<file path="config.mk">
export PLATFORM = sky130hd
export DESIGN_NAME = run_monitor
export DESIGN_NICKNAME = d
export VERILOG_FILES = /design/src/rtl/run_monitor.sv
export SDC_FILE = /design/constraint.sdc
export NUM_CORES = 1
export LEC_CHECK = 0
export CAP_MARGIN = 20
export CELL_PAD_IN_SITES_DETAIL_PLACEMENT = 0
export CELL_PAD_IN_SITES_GLOBAL_PLACEMENT = 1
export CORE_MARGIN = 4
export CORE_UTILIZATION = 32
export CTS_CLUSTER_DIAMETER = 60
export DETAILED_ROUTE_END_ITERATION = 8
export MAX_ROUTING_LAYER = met4
export PLACE_DENSITY_LB_ADDON = 0.2
export SYNTH_ARGS = -nofsm -noshare
export SYNTH_HDL_FRONTEND = slang
export SYNTH_SLANG_ARGS = --single-unit
</file>
<file path="constraint.sdc">
create_clock -name clk -period 2.96 [get_ports clk]
set_input_delay 0.592 -clock clk [delete_from_list [all_inputs] [get_ports clk]]
set_output_delay 0.592 -clock clk [all_outputs]
set_load 0.02 [all_outputs]
</file>
<file path="src/rtl/run_monitor.sv">
`default_nettype none
// ============================================================================
// Module      : run_monitor
// Description : Watches a processor's program counter during a program run.
//               A start pulse arms a run. It computes the exit address, which
//               is the last instruction plus the pipeline drain, and it latches
//               the cycle limit. The run then ends in DONE when pc reaches the
//               exit address, or in TLE when the cycle limit is reached.
//               Build option:
//                 RUN_MONITOR_STALL_CNT_EN - when defined, stall_cycles counts
//                 RUN cycles in which pc did not change. When undefined,
//                 stall_cycles is tied to 0.
// Ports       : clk, rstn (synchronous, active-low)
//               start, abort              - run control
//               num_instr, timeout        - sampled on start
//               pc                        - observed program counter
//               busy, done, timed_out     - registered state decodes
//               cycles, exit_addr         - run progress / latched exit
//               stall_cycles              - optional stall counter
// Revision    : 1.0 - initial release
// ============================================================================
module run_monitor #(
    parameter int                  PC_WIDTH   = 32,
    parameter int                  CNT_WIDTH  = 16,
    parameter int                  STAGES     = 5,
    parameter logic [PC_WIDTH-1:0] TEXT_START = PC_WIDTH'('h00400000)
) (
    input  logic                 clk,
    input  logic                 rstn,
    input  logic                 start,
    input  logic                 abort,
    input  logic [CNT_WIDTH-1:0] num_instr,
    input  logic [CNT_WIDTH-1:0] timeout,
    input  logic [PC_WIDTH-1:0]  pc,
    output logic                 busy,
    output logic                 done,
    output logic                 timed_out,
    output logic [CNT_WIDTH-1:0] cycles,
    output logic [PC_WIDTH-1:0]  exit_addr,
    output logic [CNT_WIDTH-1:0] stall_cycles
);

    localparam logic [1:0] c_st_idle = 2'd0;
    localparam logic [1:0] c_st_run  = 2'd1;
    localparam logic [1:0] c_st_done = 2'd2;
    localparam logic [1:0] c_st_tle  = 2'd3;

    // The last instruction retires STAGES-1 fetches after its own fetch.
    localparam logic [PC_WIDTH-1:0]  c_drain_offset = PC_WIDTH'(4 * (STAGES - 1));
    localparam logic [CNT_WIDTH-1:0] c_cnt_one      = CNT_WIDTH'(1);

    logic [1:0]           r_state;
    logic [1:0]           w_state_nxt;
    logic [CNT_WIDTH-1:0] r_cycles;
    logic [CNT_WIDTH-1:0] w_cycles_nxt;
    logic [CNT_WIDTH-1:0] r_timeout;
    logic [CNT_WIDTH-1:0] w_timeout_nxt;
    logic [PC_WIDTH-1:0]  r_exit_addr;
    logic [PC_WIDTH-1:0]  w_exit_addr_nxt;
    logic [PC_WIDTH-1:0]  w_exit_calc;
    logic                 r_busy;
    logic                 r_done;
    logic                 r_timed_out;

    // The sum wraps modulo 2^PC_WIDTH by construction.
    assign w_exit_calc = TEXT_START + (PC_WIDTH'(num_instr) << 2) + c_drain_offset;

    always_comb begin
        w_state_nxt     = r_state;
        w_cycles_nxt    = r_cycles;
        w_timeout_nxt   = r_timeout;
        w_exit_addr_nxt = r_exit_addr;
        if (abort) begin
            w_state_nxt = c_st_idle;
        end else begin
            case (r_state)
                c_st_run: begin
                    // An X/Z pc makes the equality unknown. The if then takes
                    // its else path, so the pc is treated as a mismatch.
                    if (pc == r_exit_addr) begin
                        w_state_nxt = c_st_done;
                    end else if (r_cycles == r_timeout) begin
                        w_state_nxt = c_st_tle;
                    end else begin
                        w_cycles_nxt = r_cycles + c_cnt_one;
                    end
                end
                default: begin
                    if (start) begin
                        w_state_nxt     = c_st_run;
                        w_cycles_nxt    = '0;
                        w_timeout_nxt   = timeout;
                        w_exit_addr_nxt = w_exit_calc;
                    end
                end
            endcase
        end
    end

    always_ff @(posedge clk) begin
        if (!rstn) begin
            r_state     <= c_st_idle;
            r_cycles    <= '0;
            r_timeout   <= '0;
            r_exit_addr <= TEXT_START;
            r_busy      <= 1'b0;
            r_done      <= 1'b0;
            r_timed_out <= 1'b0;
        end else begin
            r_state     <= w_state_nxt;
            r_cycles    <= w_cycles_nxt;
            r_timeout   <= w_timeout_nxt;
            r_exit_addr <= w_exit_addr_nxt;
            r_busy      <= (w_state_nxt == c_st_run);
            r_done      <= (w_state_nxt == c_st_done);
            r_timed_out <= (w_state_nxt == c_st_tle);
        end
    end

    assign busy      = r_busy;
    assign done      = r_done;
    assign timed_out = r_timed_out;
    assign cycles    = r_cycles;
    assign exit_addr = r_exit_addr;

`ifdef RUN_MONITOR_STALL_CNT_EN
    logic [PC_WIDTH-1:0]  r_prev_pc;
    logic [CNT_WIDTH-1:0] r_stall_cycles;

    // Stalls are counted only on RUN cycles that remain in RUN. These are the
    // same cycles on which cycles advances, so stall_cycles never exceeds
    // cycles.
    always_ff @(posedge clk) begin
        if (!rstn) begin
            r_prev_pc      <= '0;
            r_stall_cycles <= '0;
        end else begin
            r_prev_pc <= pc;
            if (r_state != c_st_run && w_state_nxt == c_st_run) begin
                r_stall_cycles <= '0;
            end else if (r_state == c_st_run && w_state_nxt == c_st_run &&
                         pc == r_prev_pc && r_stall_cycles != '1) begin
                r_stall_cycles <= r_stall_cycles + c_cnt_one;
            end
        end
    end

    assign stall_cycles = r_stall_cycles;
`else
    assign stall_cycles = '0;
`endif

endmodule
`default_nettype wire

</file>
==> CHANGELOG.md, run 1 <==
## Flow update

- Req. time, crit path: 3220 ps
- # nets final: 540
- Leakage: about 1.5 nW
- # Taps: 111
- Setup TNS Final: 0 ps
- Most common reg cell: dfxtp_1
- CP max FO: 13
- Post-route setup slack: 611.2 ps
- Initial antenna violation count: 0
- CP max-delay cell: nor4_2
- Clock net sink count: 54
- VDD IR-drop max: 0.1862 mV
- H-tree levels: 2
- Status: completed
- Synth Register Bits: 54
- TritonRoute pass-1 iters: 4
- Port buffer count: 103
- Clk_buf instances: 6
- Syn Area/Cell: just over 8 sq um
- Final clock-cell share: 0.03405
- Routed Antenna Nets: 0
- Antenna diode count: 0
- Core area: slightly above 0.009 sq mm
- Largest net degree at the start of global routing: 45
- First-pass GRT wire length: 13350 um
- Critical Path Start Type: input port
- Crit path to: cycles[2]$_SDFFE_PN0P_
- Vias: 2725
- Drt drc: 0
- Post-DP Area: slightly above 0.004 sq mm
- Crit Path Category: input port to flop
- Clock root buffer: clkbuf_8
- Chip width: 104.9 um
- MI comb cells: 296
- Crit-path max cell delay: 470 ps
-- run 1: report_power, final --
group	switching, W	internal (W)	leakage (nW)
combinational	0.000186	0.000191	0.944
sequential	0.0000362	0.000759	0.440
clock	0.000252	0.000361	0.0714
-- run 1: per-layer routing --
metal	GRT usage	up-vias	routed length, um
li1	-	1408	-
met1	0.1913	1239	3837
met2	0.2534	76	4049
met3	0.03953	2	447
met4	0.02812	0	31
met5	-	-	0
-- run 1: kinds of logic (layout without fill, tap and decap cells) --
logic type      after synthesis  after routing  synth area share
compound gates               64             64            0.1436
xor+xnor                     43             43            0.1253
fa+ha+maj                     2              2          0.008322
buf+inv                      48            121            0.1015
flops                        54             54            0.3596
mux                           1              1          0.003745
other cells                   2             31          0.002498
simple gates                155            155            0.2555
-- run 1: registers in the layout (all words and copies together) (netlist names) --
register,flops
exit_addr,17
cycles,16
r_timeout,16
r_state,2
busy,1
done,1
timed_out,1
-- run 1: cells in the final DEF (no fill, tap or decap), drive strengths merged, types with 2 or more instances in the layout --
| cell | n |
|---|---|
| nand2b | 2 |
| nor4 | 5 |
| a31o | 2 |
| inv | 4 |
| conb | 31 |
| bufinv | 2 |
| and3 | 11 |
| nor2 | 32 |
| ha | 2 |
| buf | 6 |
| nand4 | 11 |
| dfxtp | 54 |
| o21ai | 12 |
| nor3 | 8 |
| clkdlybuf4s50 | 103 |
| a211oi | 9 |
| nand2 | 55 |
| o22a | 12 |
| nor2b | 7 |
| nand3b | 2 |
| nand3 | 16 |
| xnor2 | 38 |
| clkbuf | 6 |
| xor2 | 5 |
| a21oi | 24 |
-- run 1: per-stage QoR --
| stage | power, W | hold WS, ps | util | std cells |
|---|---|---|---|---|
| 2_1_floorplan | 0.001038 | 448.8 | - | 398 |
| 3_3_place_gp | 0.001188 | 457.4 | 0.4400 | 574 |
| 3_5_place_dp | 0.001192 | 462.8 | 0.4400 | 574 |
| 4_1_cts | 0.001809 | 477.4 | 0.4555 | 582 |
| 5_1_grt | 0.001864 | 506.8 | 0.4555 | 582 |
| 6_report | 0.001786 | 473.7 | 0.4555 | 582 |
-- run 1: how the worst min path moves through the flow --
stage / slack [ps] / startpoint / end / depth (start not counted)
4_1_cts: 480 / r_timeout[0]$_SDFFE_PN0P_ / r_timeout[0]$_SDFFE_PN0P_ / 2
3_5_place_dp: 460 / r_timeout[0]$_SDFFE_PN0P_ / r_timeout[0]$_SDFFE_PN0P_ / 2
6_report: 470 / r_timeout[1]$_SDFFE_PN0P_ / r_timeout[1]$_SDFFE_PN0P_ / 2
3_3_place_gp: 460 / r_timeout[4]$_SDFFE_PN0P_ / r_timeout[4]$_SDFFE_PN0P_ / 2
2_1_floorplan: 450 / r_timeout[0]$_SDFFE_PN0P_ / r_timeout[0]$_SDFFE_PN0P_ / 2
5_1_grt: 510 / r_timeout[4]$_SDFFE_PN0P_ / r_timeout[4]$_SDFFE_PN0P_ / 2
-- run 1: critical path: cells and delay by family --
| family | cells | cell delay, ps |
|---|---|---|
| buf+inv | 1 | 400 |
| compound gates | 2 | 360 |
| simple gates | 4 | 1260 |
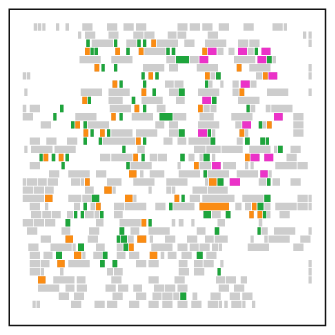
Run 1: gate families picked out
Scale: 3 px per um.
Green stands for NAND gates, cells 86, most used nand2_1. Magenta stands for AND-OR and OR-AND gates, cells 16, most used o22a_1. Orange stands for inverting AOI/OAI gates, cells 48, most used a21oi_1.
most numerous logic cell after layout: clkdlybuf4s50_1
Post-Layout Cell Count: 582

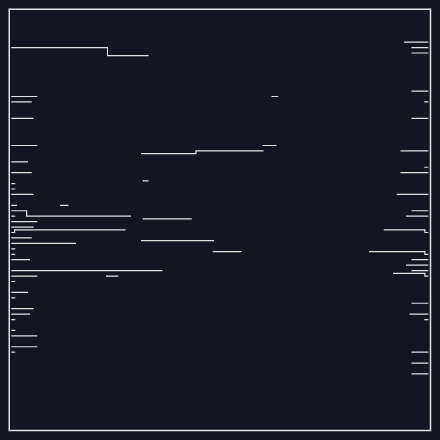
Run 1: metal 3
Scale: 4 px per um.
The longest straight run is 37.5 um. The wires run mostly horizontal.
met3 usage: 0.03953
drt total wl: 8365 um

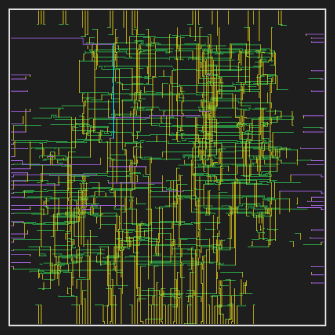
Run 1: routed metal, one colour a layer
Scale: 3 px per um.
Purple stands for met3, wire length 448 um. Yellow stands for met2, wire length 4050 um. Cyan stands for met4, wire length 31.3 um. Green stands for met1, wire length 3840 um.

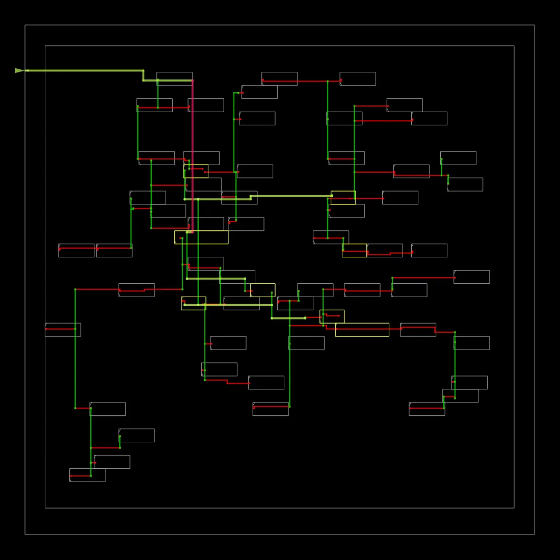
Run 1: clock routing
final worst clock skew: 6.197 ps
clock latency on the worst-skew pair: 310 ps
clock-net power: 0.000613 W

--- run 2 (diff from run 1) ---
CORE_UTILIZATION = 27   (was 32)
clock period = 2.1 ns   (was 2.96 ns; I/O delays follow)
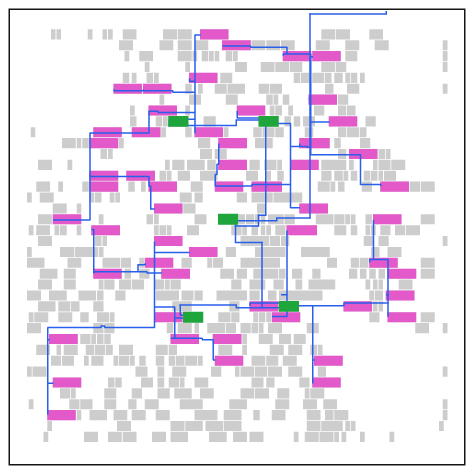
Run 2: clock distribution
Scale: 4 px per um.
Green stands for cells driving clock nets, count 5. Blue stands for clock wires, length 770 um. Magenta stands for flip-flops, count 54.
There are 6 routed clock nets.

==> CHANGELOG.md, run 2 <==
## Flow update

- VDD IR-drop max: 0.3962 mV (+110%)
- Largest net degree at the start of global routing: 45 (unchanged)
- Most common reg cell: dfxtp_1
- # nets final: 578 (+7.0%)
- Status: completed
- Syn Area/Cell: 8.148 sq um (unchanged)
- Leakage: 1.824 nW (+25%)
- Cells after DPL: 637 (+11%)
- Drt drc: 0 (unchanged)
- Crit Path Category: input port to flop
- Post-synth seq share: 0.3596
- Drt total wl: 9411 um (+13%)
- Port buffer count: 103 (unchanged)
- Chip area: 0.01289 sq mm
- Worst hold path cell count: 2 (unchanged)
- First-pass GRT wire length: 14300 um (+7.1%)
- H-tree levels: 2 (unchanged)
- Most numerous logic cell after layout: clkdlybuf4s50_1
- Hold endpoint: r_timeout[0]$_SDFFE_PN0P_
- CP max FO: 5 (-8)
- Vias per std cell: 4.432
- TritonRoute pass-1 iters: 4 (unchanged)
- Setup TNS Final: 0 ps (unchanged)
- Final Power: 0.002465 W (+38%)
- Top cell area share: 0.3596
- Chip width: 113.5 um (+8.2%)
- Most numerous logic cells after layout: clkdlybuf4s50_1 (89), nand2_1 (54), dfxtp_1 (51), buf_4 (40), xnor2_1 (34)
- Post-DP Area: 0.004375 sq mm (+8.1%)
- Clock net sink count: 54 (unchanged)
- Initial antenna violation count: 0 (unchanged)
- Routed Antenna Nets: 0 (unchanged)
- Clock latency on the worst-skew pair: 320 ps (about the same)
- Worst min-delay path startpoint: r_timeout[0]$_SDFFE_PN0P_
- Vias: 2872 (+5.4%)
- Synth Register Bits: 54 (unchanged)
- Max FFs per register: 17 (unchanged)
- Post-Layout Cell Count: 648 (+11%)
- Req. time, crit path: 2320 ps (-900 ps)
- Critical Path Start Type: input port
- Clock root buffer: clkbuf_8
[run 2: cell counts after synthesis]
Identical to the previous run, type by type.
[run 2: how the worst max path moves through the flow]
stage	from	endpoint	slack, ps	cells past startpoint
final	pc[19]	cycles[10]$_SDFFE_PN0P_	60	7
after CTS	pc[26]	cycles[10]$_SDFFE_PN0P_	-10	9
after global routing	pc[19]	cycles[10]$_SDFFE_PN0P_	-20	7
after detailed placement	pc[27]	cycles[10]$_SDFFE_PN0P_	-530	9
after global placement	pc[27]	cycles[10]$_SDFFE_PN0P_	-520	9
after floorplan	pc[27]	cycles[10]$_SDFFE_PN0P_	160	6
[run 2: final cells by class]
cell class / count / area [sq um]
multi-input combinational: 297 / 1843
clock inverter: 1 / 30.03
tap: 140 / 175.2
timing repair buffer: 146 / 1426
sequential: 54 / 1085
inverter: 4 / 15.01
fill: 1125 / 6231
clock buffer: 6 / 82.58
[run 2: metrics by stage]
step                utilization  setup slack [ps]  hold WS [ps]
finish                   0.4277             57.26         470.8
global route             0.4277            -23.69         495.4
CTS                      0.4142            -9.961         475.0
detailed placement       0.4019            -525.1         461.0
global placement         0.4019            -518.8         458.5
floorplan                     -             156.0         448.8
[run 2: where the power goes]
| group | switching, W | internal (W) | total (W) |
|---|---|---|---|
| logic | 0.000299 | 0.000320 | 0.000619 |
| registers | 0.0000418 | 0.00107 | 0.00111 |
| clock network | 0.000352 | 0.000382 | 0.000735 |
[run 2: repair_timing]
action	in CTS	in global routing
pin swaps	4	13
gates resized	2	31
gates cloned	0	1
setup endpoints to repair	15	15
setup buffers	1	3
[run 2: logic make-up after synthesis]
group | synth area share
AND/OR/NAND/NOR | 0.2555
XOR/XNOR | 0.1253
flip-flops | 0.3596
adder cells (fa/ha/maj) | 0.008322
multiplexers | 0.003745
other | 0.002498
AND-OR/OR-AND | 0.1436
buffers and inverters | 0.1015
[run 2: routing by layer]
| metal | up-vias | GRT usage | wire length, um |
|---|---|---|---|
| li1 | 1482 | - | - |
| met4 | 0 | 0.04167 | 125 |
| met3 | 10 | 0.02387 | 403 |
| met2 | 71 | 0.2293 | 4599 |
| met5 | - | - | 0 |
| met1 | 1309 | 0.1936 | 4282 |
[run 2: worst max-delay path, cell delays in order]
cell and delay, ps:
clkdlybuf4s50_1 400, nor4_1 360, nand2_2 150, nor4_4 360
a2111oi_4 160, nand4_1 120, mux2_4 300
Power figures rest on the tool's default switching activity, not on a simulated workload.
